--- src/rtl/button_conditioner.sv ---
// button_conditioner
// Multi-channel push-button conditioner. Each channel synchronises its raw
// button, filters bounce symmetrically on press and release, and reports a
// debounced level plus press, release, long-press and auto-repeat pulses.
// Channels share nothing but the clock and reset.

module button_conditioner #(
    parameter int CHANNELS        = 4,
    parameter int SYNC_STAGES     = 2,
    parameter int DEBOUNCE_CYCLES = 250000,
    parameter int LONG_CYCLES     = 25000000,
    parameter int REPEAT_CYCLES   = 6250000,
    parameter int REPEAT_EN       = 1
) (
    input  logic                clk,
    input  logic                rst,
    input  logic [CHANNELS-1:0] btn_in,
    output logic [CHANNELS-1:0] btn_down,
    output logic [CHANNELS-1:0] btn_held,
    output logic [CHANNELS-1:0] press_pulse,
    output logic [CHANNELS-1:0] release_pulse,
    output logic [CHANNELS-1:0] long_pulse,
    output logic [CHANNELS-1:0] repeat_pulse
);

    // One counter serves every timed state, so it is sized for the largest limit.
    localparam int MAX_AB  = (DEBOUNCE_CYCLES > LONG_CYCLES) ? DEBOUNCE_CYCLES : LONG_CYCLES;
    localparam int MAX_ALL = (MAX_AB > REPEAT_CYCLES) ? MAX_AB : REPEAT_CYCLES;
    localparam int CW      = (MAX_ALL > 1) ? $clog2(MAX_ALL) : 1;

    localparam logic [CW-1:0] DB_LAST   = CW'(DEBOUNCE_CYCLES - 1);
    localparam logic [CW-1:0] LONG_LAST = CW'(LONG_CYCLES - 1);
    localparam logic [CW-1:0] REP_LAST  = CW'(REPEAT_CYCLES - 1);
    localparam bit            REPEAT_ON = (REPEAT_EN != 0);

    typedef enum logic [2:0] {
        ST_UP,
        ST_PRESS_CHK,
        ST_DOWN,
        ST_HELD,
        ST_REL_CHK
    } state_t;

    for (genvar ch = 0; ch < CHANNELS; ch++) begin : gChan
        logic [SYNC_STAGES-1:0] syncQ;
        logic                   s;
        state_t                 stateQ, stateNext;
        logic [CW-1:0]          cntQ, cntNext;
        logic                   heldQ, heldNext;
        logic                   downQ, downNext;
        logic                   pressQ, pressNext;
        logic                   releaseQ, releaseNext;
        logic                   longQ, longNext;
        logic                   repeatQ, repeatNext;

        assign s = syncQ[SYNC_STAGES-1];

        // Shift the raw asynchronous button level through the synchroniser chain.
        always_ff @(posedge clk or posedge rst) begin
            if (rst) begin
                syncQ <= '0;
            end else begin
                syncQ <= {syncQ[SYNC_STAGES-2:0], btn_in[ch]};
            end
        end

        // Hold FSM state, counter, long-press flag and the registered outputs.
        always_ff @(posedge clk or posedge rst) begin
            if (rst) begin
                stateQ   <= ST_UP;
                cntQ     <= '0;
                heldQ    <= 1'b0;
                downQ    <= 1'b0;
                pressQ   <= 1'b0;
                releaseQ <= 1'b0;
                longQ    <= 1'b0;
                repeatQ  <= 1'b0;
            end else begin
                stateQ   <= stateNext;
                cntQ     <= cntNext;
                heldQ    <= heldNext;
                downQ    <= downNext;
                pressQ   <= pressNext;
                releaseQ <= releaseNext;
                longQ    <= longNext;
                repeatQ  <= repeatNext;
            end
        end

        // Decide the next state; every state change restarts the counter.
        always_comb begin
            stateNext = stateQ;
            cntNext   = cntQ;
            heldNext  = heldQ;
            case (stateQ)
                ST_UP: begin
                    cntNext = '0;
                    if (s) begin
                        stateNext = ST_PRESS_CHK;
                    end
                end
                ST_PRESS_CHK: begin
                    if (!s) begin
                        stateNext = ST_UP;
                        cntNext   = '0;
                    end else if (cntQ == DB_LAST) begin
                        stateNext = ST_DOWN;
                        cntNext   = '0;
                    end else begin
                        cntNext = cntQ + CW'(1);
                    end
                end
                ST_DOWN: begin
                    if (!s) begin
                        stateNext = ST_REL_CHK;
                        cntNext   = '0;
                    end else if (cntQ == LONG_LAST) begin
                        stateNext = ST_HELD;
                        cntNext   = '0;
                        heldNext  = 1'b1;
                    end else begin
                        cntNext = cntQ + CW'(1);
                    end
                end
                ST_HELD: begin
                    if (!s) begin
                        stateNext = ST_REL_CHK;
                        cntNext   = '0;
                    end else if (cntQ == REP_LAST) begin
                        cntNext = '0;
                    end else begin
                        cntNext = cntQ + CW'(1);
                    end
                end
                ST_REL_CHK: begin
                    if (s) begin
                        stateNext = heldQ ? ST_HELD : ST_DOWN;
                        cntNext   = '0;
                    end else if (cntQ == DB_LAST) begin
                        stateNext = ST_UP;
                        cntNext   = '0;
                        heldNext  = 1'b0;
                    end else begin
                        cntNext = cntQ + CW'(1);
                    end
                end
                default: begin
                    stateNext = ST_UP;
                    cntNext   = '0;
                    heldNext  = 1'b0;
                end
            endcase
        end

        // Derive the next output values from the transition being taken.
        always_comb begin
            downNext    = (stateNext == ST_DOWN) || (stateNext == ST_HELD) ||
                          (stateNext == ST_REL_CHK);
            pressNext   = (stateQ == ST_PRESS_CHK) && (stateNext == ST_DOWN);
            releaseNext = (stateQ == ST_REL_CHK) && (stateNext == ST_UP);
            longNext    = (stateQ == ST_DOWN) && (stateNext == ST_HELD);
            repeatNext  = REPEAT_ON && (stateQ == ST_HELD) && s && (cntQ == REP_LAST);
        end

        assign btn_down[ch]      = downQ;
        assign btn_held[ch]      = heldQ;
        assign press_pulse[ch]   = pressQ;
        assign release_pulse[ch] = releaseQ;
        assign long_pulse[ch]    = longQ;
        assign repeat_pulse[ch]  = repeatQ;
    end

endmodule

--- config.mk ---
export PLATFORM = sky130hd
export DESIGN_NAME = button_conditioner
export DESIGN_NICKNAME = d
export VERILOG_FILES = /design/src/rtl/button_conditioner.sv
export SDC_FILE = /design/constraint.sdc
export NUM_CORES = 1
export LEC_CHECK = 0
export CAP_MARGIN = 25
export CORE_MARGIN = 1.5
export CORE_UTILIZATION = 45
export CTS_CLUSTER_DIAMETER = 200
export DETAILED_ROUTE_END_ITERATION = 6
export MAX_ROUTING_LAYER = met4
export SLEW_MARGIN = 20
export SYNTH_ARGS = -nofsm -noshare
export SYNTH_HDL_FRONTEND = slang
export SYNTH_SLANG_ARGS = --single-unit
export TNS_END_PERCENT = 50
--- constraint.sdc ---
create_clock -name clk -period 13 [get_ports clk]
set_input_delay 2.6 -clock clk [delete_from_list [all_inputs] [get_ports clk]]
set_output_delay 2.6 -clock clk [all_outputs]
set_load 0.05 [all_outputs]
Figure 1. Placed cells, one colour a class.
Scale: 2 px per um.
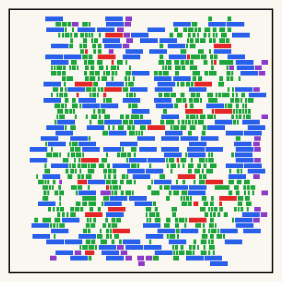
clock drivers and dummy loads: marked red, cells 31. sequential cells: marked blue, cells 144. remaining buffers and delay cells: marked purple, cells 33. remaining logic cells: marked green, cells 578.

Figure 2. Met3 routing.
Scale: 3 px per um.
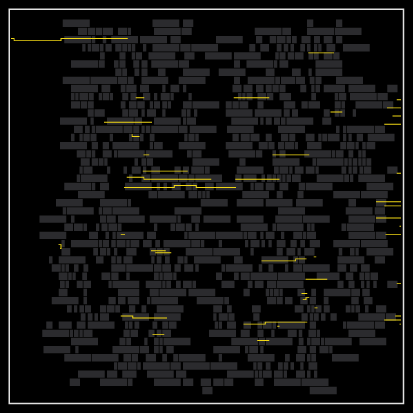
The longest straight run is 22.3 um. 29 nets have wire on it. The wires run mostly horizontal.
total number of vias: 5416
met3 usage: 3.75%
final wirelength: 14200 um

Figure 3. Clock routing.
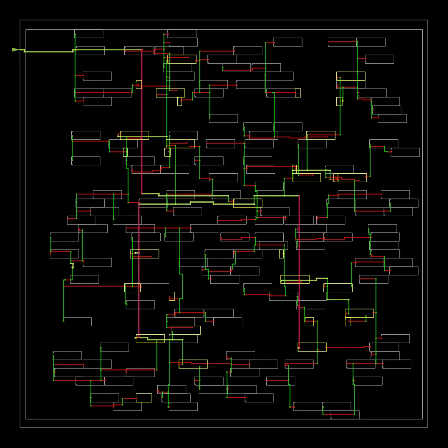
flip-flops: 144
Latency at later pin: 0.42 ns
Clock Skew: 0.00554 ns
CTS Sinks: 144
Power Clock: 426 uW

Figure 4. Routed clock nets over the placement.
Scale: 4 px per um.
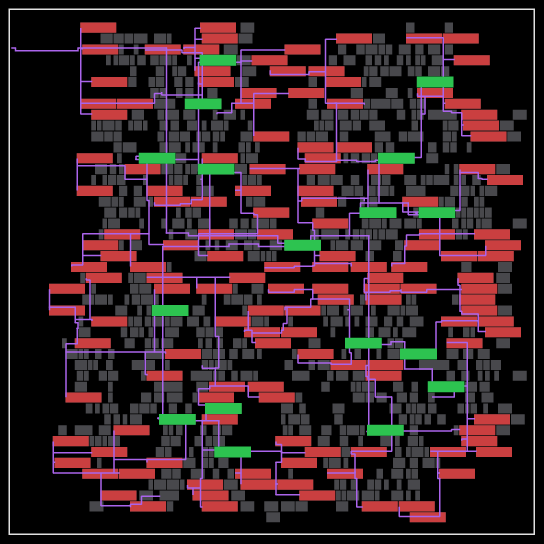
flip-flops: marked red, count 144. clock-net drivers: marked green, count 17. clock wires: marked purple, length 1870 um.
There are 18 routed clock nets. Position of the flops: widely spread.

==> run_results.csv <==
group,metric,value,unit
pwr,maxPowerGroup,"sequential cells",
pwr,swShare,22.0,%
logic_synthesis,syn_avg_cell_area,9.62,um^2
hold_path,min_path_cells,0,
drt,drc_errors,0,
layout,inverters,23,
layout,clockNetworkAreaShare,6.19,%
hold_path,hold_class,"reg2reg",
setup_path,critPathCapture,"btn_held[0]",
pwr,power_density,111,mW/mm^2
setup_path,regToRegStartpoint,"gChan[3].cntQ[0]",
global_route,met2_usage,29.7,%
clock_tree,clock_path_buffers,2,
clock_tree,cts_tree,"yes",
pwr,p_comb_share,2.8,%
logic_synthesis,synthCells,765,
placed_design,place_hpwl,9570,um
setup_path,critPathArrivalTime,1.61,ns
pwr,internal_power,709,uW
logic_synthesis,ys_ff,144,
layout,buffers,33,
outcome,status,"completed",
logic_synthesis,ys_seq_share,49.0,%
pwr,power_frac_clock,46.9,%
placed_design,finalWeightedCongestion,0.836,
setup_path,critical_path.max_stage_delay,0.81,ns
global_route,grt_use_total,18.8,%
layout,final_cell_mix,"dfrtp_1 (144), nor2_1 (112), xnor2_1 (60)",
drt,drt-met1-wl,6890,um
final_timing,report.final.slew_viol_count,0,
pwr,comb_power,25.4,uW
floorplanning,die_height,131,um
floorplanning,fp_util,46.2,%
global_route,use_met1,23.7,%
hold_path,min_from,"gChan[1].syncQ[0]",
logic_synthesis,synth_warnings,0,
logic_synthesis,fp_nets,775,
clock_tree,clkSlewWorstSetupHoldPaths,0.06,ns
layout,comb_cells,555,
pwr,power_leakage,0.00312,uW
logic_synthesis,enable_flop_cells,0,
final_timing,max_freq,238,MHz
clock_tree,ctsRootBufferMaster,"clkbuf_16",
## metrics by stage
stage / power [uW] / cells / cell area (um^2) / worst slack [ns]
after CTS: 921 / 1000 / 8200 / 8.77
after floorplan: 483 / 765 / 7360 / 6.53
after global routing: 946 / 1002 / 8220 / 8.67
after detailed placement: 491 / 969 / 7690 / 8.47
after global placement: 490 / 969 / 7690 / 8.51
final: 909 / 1002 / 8220 / 8.79
## cells by family after synthesis
| group | synth area share, % |
|---|---|
| adder cells (fa/ha/maj) | 0.680 |
| multiplexers | 0.136 |
| flip-flops | 49.0 |
| AND-OR/OR-AND | 4.81 |
| AND/OR/NAND/NOR | 29.6 |
| XOR/XNOR | 10.9 |
| buffers and inverters | 4.83 |
Power figures rest on the tool's default switching activity, not on a simulated workload.
